PDN straps and rails:
Pins as bars on the die edge.
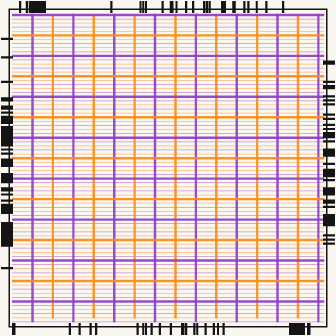
Placement by cell class:
The bar under the picture is 50 um long.
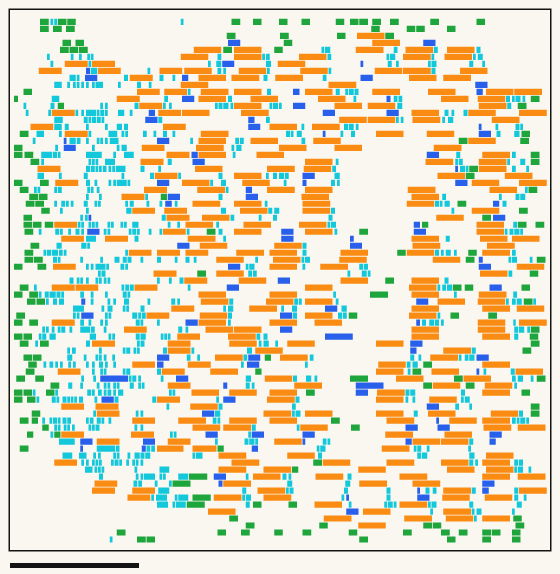
Routed clock nets over the placement:
The bar under the picture is 50 um long.
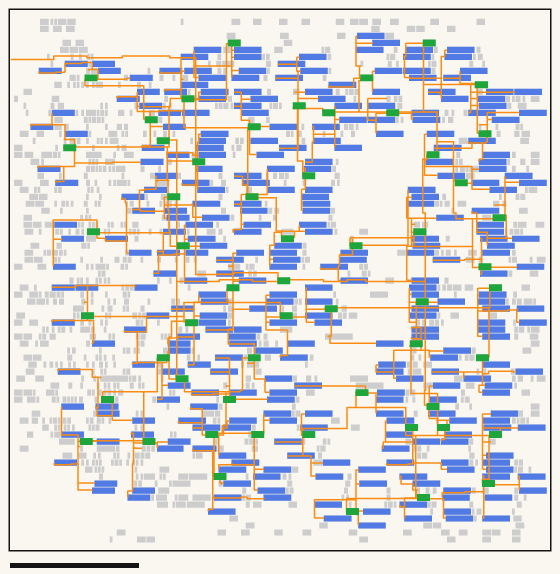
**src/rtl/fetch_prefetch_unit.sv**
```systemverilog
// Instruction prefetcher: issues sequential word fetches into a small circular
// buffer, throttled by free space, and flushes and redirects on a branch.
module fetch_prefetch_unit #(
  parameter int unsigned BUFFER_DEPTH  = 4,
  parameter logic [31:0] RESET_ADDRESS = 32'h0000_0000
) (
  input  logic        clk_i,
  input  logic        rst_n_i,
  output logic        fetch_o,
  output logic        invalidate_o,
  output logic [31:0] fetch_address_o,
  input  logic [31:0] fetch_instruction_i,
  input  logic        fetch_valid_i,
  input  logic        branch_i,
  input  logic [31:0] branch_address_i,
  output logic        instr_valid_o,
  input  logic        instr_ready_i,
  output logic [31:0] instr_o,
  output logic [31:0] instr_pc_o
);
  localparam int unsigned PTR_W = $clog2(BUFFER_DEPTH);
  localparam int unsigned CNT_W = PTR_W + 1;

  logic [31:0]      pc_q, pc_d;
  logic             inflight_q;
  logic [31:0]      inflight_addr_q;
  logic [PTR_W-1:0] rd_ptr_q, rd_ptr_d;
  logic [PTR_W-1:0] wr_ptr_q, wr_ptr_d;
  logic [CNT_W-1:0] count_q, count_d;
  logic [31:0]      instr_buf_q [BUFFER_DEPTH];
  logic [31:0]      pc_buf_q    [BUFFER_DEPTH];

  logic             fetch;
  logic             push;
  logic             pop;
  logic [CNT_W:0]   pending;

  // Outstanding request counts as occupied so a response always has a slot.
  assign pending = {1'b0, count_q} + {{CNT_W{1'b0}}, inflight_q};
  assign fetch   = rst_n_i && !branch_i && (pending < (CNT_W+1)'(BUFFER_DEPTH));
  assign push    = fetch_valid_i && inflight_q && !branch_i;
  assign pop     = instr_valid_o && instr_ready_i;

  assign fetch_o         = fetch;
  assign invalidate_o    = rst_n_i && branch_i;
  assign fetch_address_o = pc_q;
  assign instr_valid_o   = (count_q != '0) && !branch_i;
  assign instr_o         = instr_buf_q[rd_ptr_q];
  assign instr_pc_o      = pc_buf_q[rd_ptr_q];

  always_comb begin
    pc_d     = pc_q;
    rd_ptr_d = rd_ptr_q;
    wr_ptr_d = wr_ptr_q;
    count_d  = count_q;
    if (branch_i) begin
      pc_d     = {branch_address_i[31:2], 2'b00};
      rd_ptr_d = '0;
      wr_ptr_d = '0;
      count_d  = '0;
    end else begin
      if (fetch) pc_d = pc_q + 32'd4;
      if (push)  wr_ptr_d = wr_ptr_q + PTR_W'(1);
      if (pop)   rd_ptr_d = rd_ptr_q + PTR_W'(1);
      case ({push, pop})
        2'b10:   count_d = count_q + CNT_W'(1);
        2'b01:   count_d = count_q - CNT_W'(1);
        default: count_d = count_q;
      endcase
    end
  end

  always_ff @(posedge clk_i or negedge rst_n_i) begin
    if (!rst_n_i) begin
      pc_q            <= RESET_ADDRESS;
      inflight_q      <= 1'b0;
      inflight_addr_q <= '0;
      rd_ptr_q        <= '0;
      wr_ptr_q        <= '0;
      count_q         <= '0;
    end else begin
      pc_q       <= pc_d;
      inflight_q <= fetch;
      if (fetch) inflight_addr_q <= pc_q;
      rd_ptr_q   <= rd_ptr_d;
      wr_ptr_q   <= wr_ptr_d;
      count_q    <= count_d;
    end
  end

  always_ff @(posedge clk_i) begin
    if (push) begin
      instr_buf_q[wr_ptr_q] <= fetch_instruction_i;
      pc_buf_q[wr_ptr_q]    <= inflight_addr_q;
    end
  end
endmodule

```
**config.mk**
```make
export PLATFORM = sky130hd
export DESIGN_NAME = fetch_prefetch_unit
export DESIGN_NICKNAME = d
export VERILOG_FILES = /design/src/rtl/fetch_prefetch_unit.sv
export SDC_FILE = /design/constraint.sdc
export NUM_CORES = 1
export LEC_CHECK = 0
export ABC_AREA = 1
export ABC_CLOCK_PERIOD_IN_PS = 4700
export CAP_MARGIN = 20
export CORE_UTILIZATION = 30
export CTS_BUF_LIST = sky130_fd_sc_hd__clkbuf_4 sky130_fd_sc_hd__clkbuf_8
export DETAILED_ROUTE_END_ITERATION = 6
export HOLD_SLACK_MARGIN = 0.02
export PLACE_DENSITY_LB_ADDON = 0.08
export SLEW_MARGIN = 0
export SYNTH_ARGS = -nofsm -noshare
export SYNTH_HDL_FRONTEND = slang
export SYNTH_SLANG_ARGS = --single-unit
```
**constraint.sdc**
```tcl
create_clock -name clk_i -period 4.7 [get_ports clk_i]
set_input_delay 1.175 -clock clk_i [delete_from_list [all_inputs] [get_ports clk_i]]
set_output_delay 1.175 -clock clk_i [all_outputs]
set_load 0.02 [all_outputs]
```
==> flow_summary.toml <==
# physical design summary
[place]
gp_congestion = 0.7778
dp_hpwl_mm = 19.75
place_inst = 1823
io_buffers = 161
dpl-instance-area_um2 = 15270

[logic_synthesis]
yosys_warnings = 0
syn_inst = 1125
synth.largest_area_cell = "edfxtp_1"
yosys_cells = 1125
synth_seq_share_pct = 70.49
ys_area_um2 = 12980
topCellsByArea = "edfxtp_1, dfrtp_1, o21ai_0"
async_flop_share_pct = 21.52
ys_types = 34

[layout]
final_cells = 1927
syn_to_final_growth_pct = 26.68
diodes = 0

[drt]
wl_per_cell_um = 17.45
antenna_left = 0
drtPass1Iterations = 5
viasPerCell = 4.523

[worst_setup_path]
critPathKind = "register to primary output"
reg2reg_depth = 9
worstPathRequired_ns = 3.52
path_max_fanout = 42

[final_timing]
worst_slew_pin_slew_ns = 0.7810
rsz0062_at_grt = "no"
setup_viol = 0
hold_violations = 0
fin_worst_skew_ns = 0.02439
fmax_mhz = 237.4
post-route-period-util_pct = 89.63

[worst_hold_path]
hold_depth = 0

[cts]
cts_tree = "yes"
cts_root_buf = "clkbuf_8"

[global_route]
grt_pass1_wl_mm = 51.85
grt_max_degree = 69

[status]
status = "finished clean"
Back to the opening pictures, 'PDN straps and rails':
color	net
orange	VDD
purple	VSS
met4 straps	15
met5 straps	15
signal pins	168
rows	75
met1 rails	76
Peak VDD IR: 198.3 uV
core footprint: 42320 um^2

Back to the opening pictures, 'placement by cell class':
color	class	cells
cyan	remaining logic cells	752
orange	registers	316
green	remaining buffers and delay cells	178
blue	clock drivers and dummy loads	104
# rows: 75
design area: 16440 um^2
final core area utilization: 38.85%

Back to the opening pictures, 'routed clock nets over the placement':
[green] clock-net drivers | count: 56
[blue] flip-flops | count: 316
[orange] clock wires | length: 4660 um
flops lie	widely spread
routed clock nets	57

[power breakdown]
group	total [mW]	leakage, nW	switching, mW	internal, mW
registers	3.69	3.07	0.315	3.37
logic	2.30	2.29	1.39	0.907
clock network	2.64	0.627	1.13	1.52
[metal layers]
metal  up-vias  part of all wire (%)  GRT usage (%)
met5         -                     0              0
met4         0                   2.6          6.016
met3        58                   5.0          3.710
met2       197                    46          24.47
met1      4157                    47          20.61
li1       4303                     -              -
[placed cells by master, fill, tap and decap left out, drive strengths merged]
cell type      count
clkdlybuf4s50    160
o211ai             5
fa                 1
clkinv            22
nor2             192
ha                 5
edfxtp           248
nand2            161
xor2               3
a21oi              1
o21ai            175
nand3             48
xnor2              2
a31oi              1
o21bai             1
o31ai              1
nor3               2
conb               4
inv               73
bufinv             3
nand3b             4
o22ai             62
dfrtp             68
clkbuf            79
buf               18
o221ai             2
nand4              9
[path summary, 6_finish.rpt]
| path | endpoint | slack [ns] |
|---|---|---|
| worst max-delay path | instr_o[4] | 0.49 |
| worst min-delay path | pc_buf_q[3][20]$_DFFE_PP_ | 0.52 |
| worst max register to register | fetch_address_o[15]$_DFFE_PN0P_ | 2.18 |
| worst min register to register | pc_buf_q[3][20]$_DFFE_PP_ | 0.52 |
| max in group asynchronous | rd_ptr_q[0]$_DFFE_PN0P_ | 2.99 |
| min in group asynchronous | inflight_addr_q[3]$_DFFE_PN0P_ | 0.67 |
[cell usage after synthesis, drive strengths merged, types with 3 or more instances]
library cell and instances:
nor2 192, edfxtp 248, inv 73, nand2 161
dfrtp 68, ha 5, nand3 48, o22ai 62
nand3b 4, o211ai 5, clkbuf 35, buf 25
o21ai 175, xor2 3, nand4 9
[cells by family (layout without fill, tap and decap cells)]
logic type / after synthesis / after routing / share of synthesized area [%]
simple gates: 416 / 416 / 13.80
flops: 316 / 316 / 70.49
compound gates: 248 / 248 / 10.36
buf+inv: 133 / 355 / 4.348
fa+ha+maj: 6 / 6 / 0.6363
xor+xnor: 5 / 5 / 0.3375
other cells: 1 / 4 / 0.02889
[final cells by class]
type / count / area, um^2
fillers: 4118 / 25880
flip-flops and latches: 316 / 9154
multi-input cells: 679 / 3307
repair buffers: 178 / 1809
clock buffers: 79 / 987.2
well taps: 577 / 721.9
inverters: 73 / 276.5
clock inverters: 25 / 185.2
[state kept, by name, indices dropped and copies added, names as in the netlist]
name / count
inflight_q: 1
rd_ptr_q: 2
count_q: 3
wr_ptr_q: 2
inflight_addr_q: 30
fetch_address_o: 30
pc_buf_q: 120
instr_buf_q: 128
[worst max-delay path, stage by stage, from the launching register on]
cell and delay [ns]:
dfrtp_4 0.61, inv_4 0.41, buf_4 0.43, o21ai_0 0.12, o22ai_1 0.18, clkdlybuf4s50_1 0.65
[through the flow]
step	util [%]	hold slack, ns	setup slack [ns]
2_1_floorplan	-	0.4763	0.04213
3_5_place_dp	36.08	0.4972	0.7481
3_3_place_gp	36.08	0.5084	0.7441
4_1_cts	38.85	0.5192	0.2990
5_1_grt	38.85	0.5474	0.2138
6_report	38.85	0.5192	0.4874
No activity file was given, so power comes from the tool's default toggle rates.
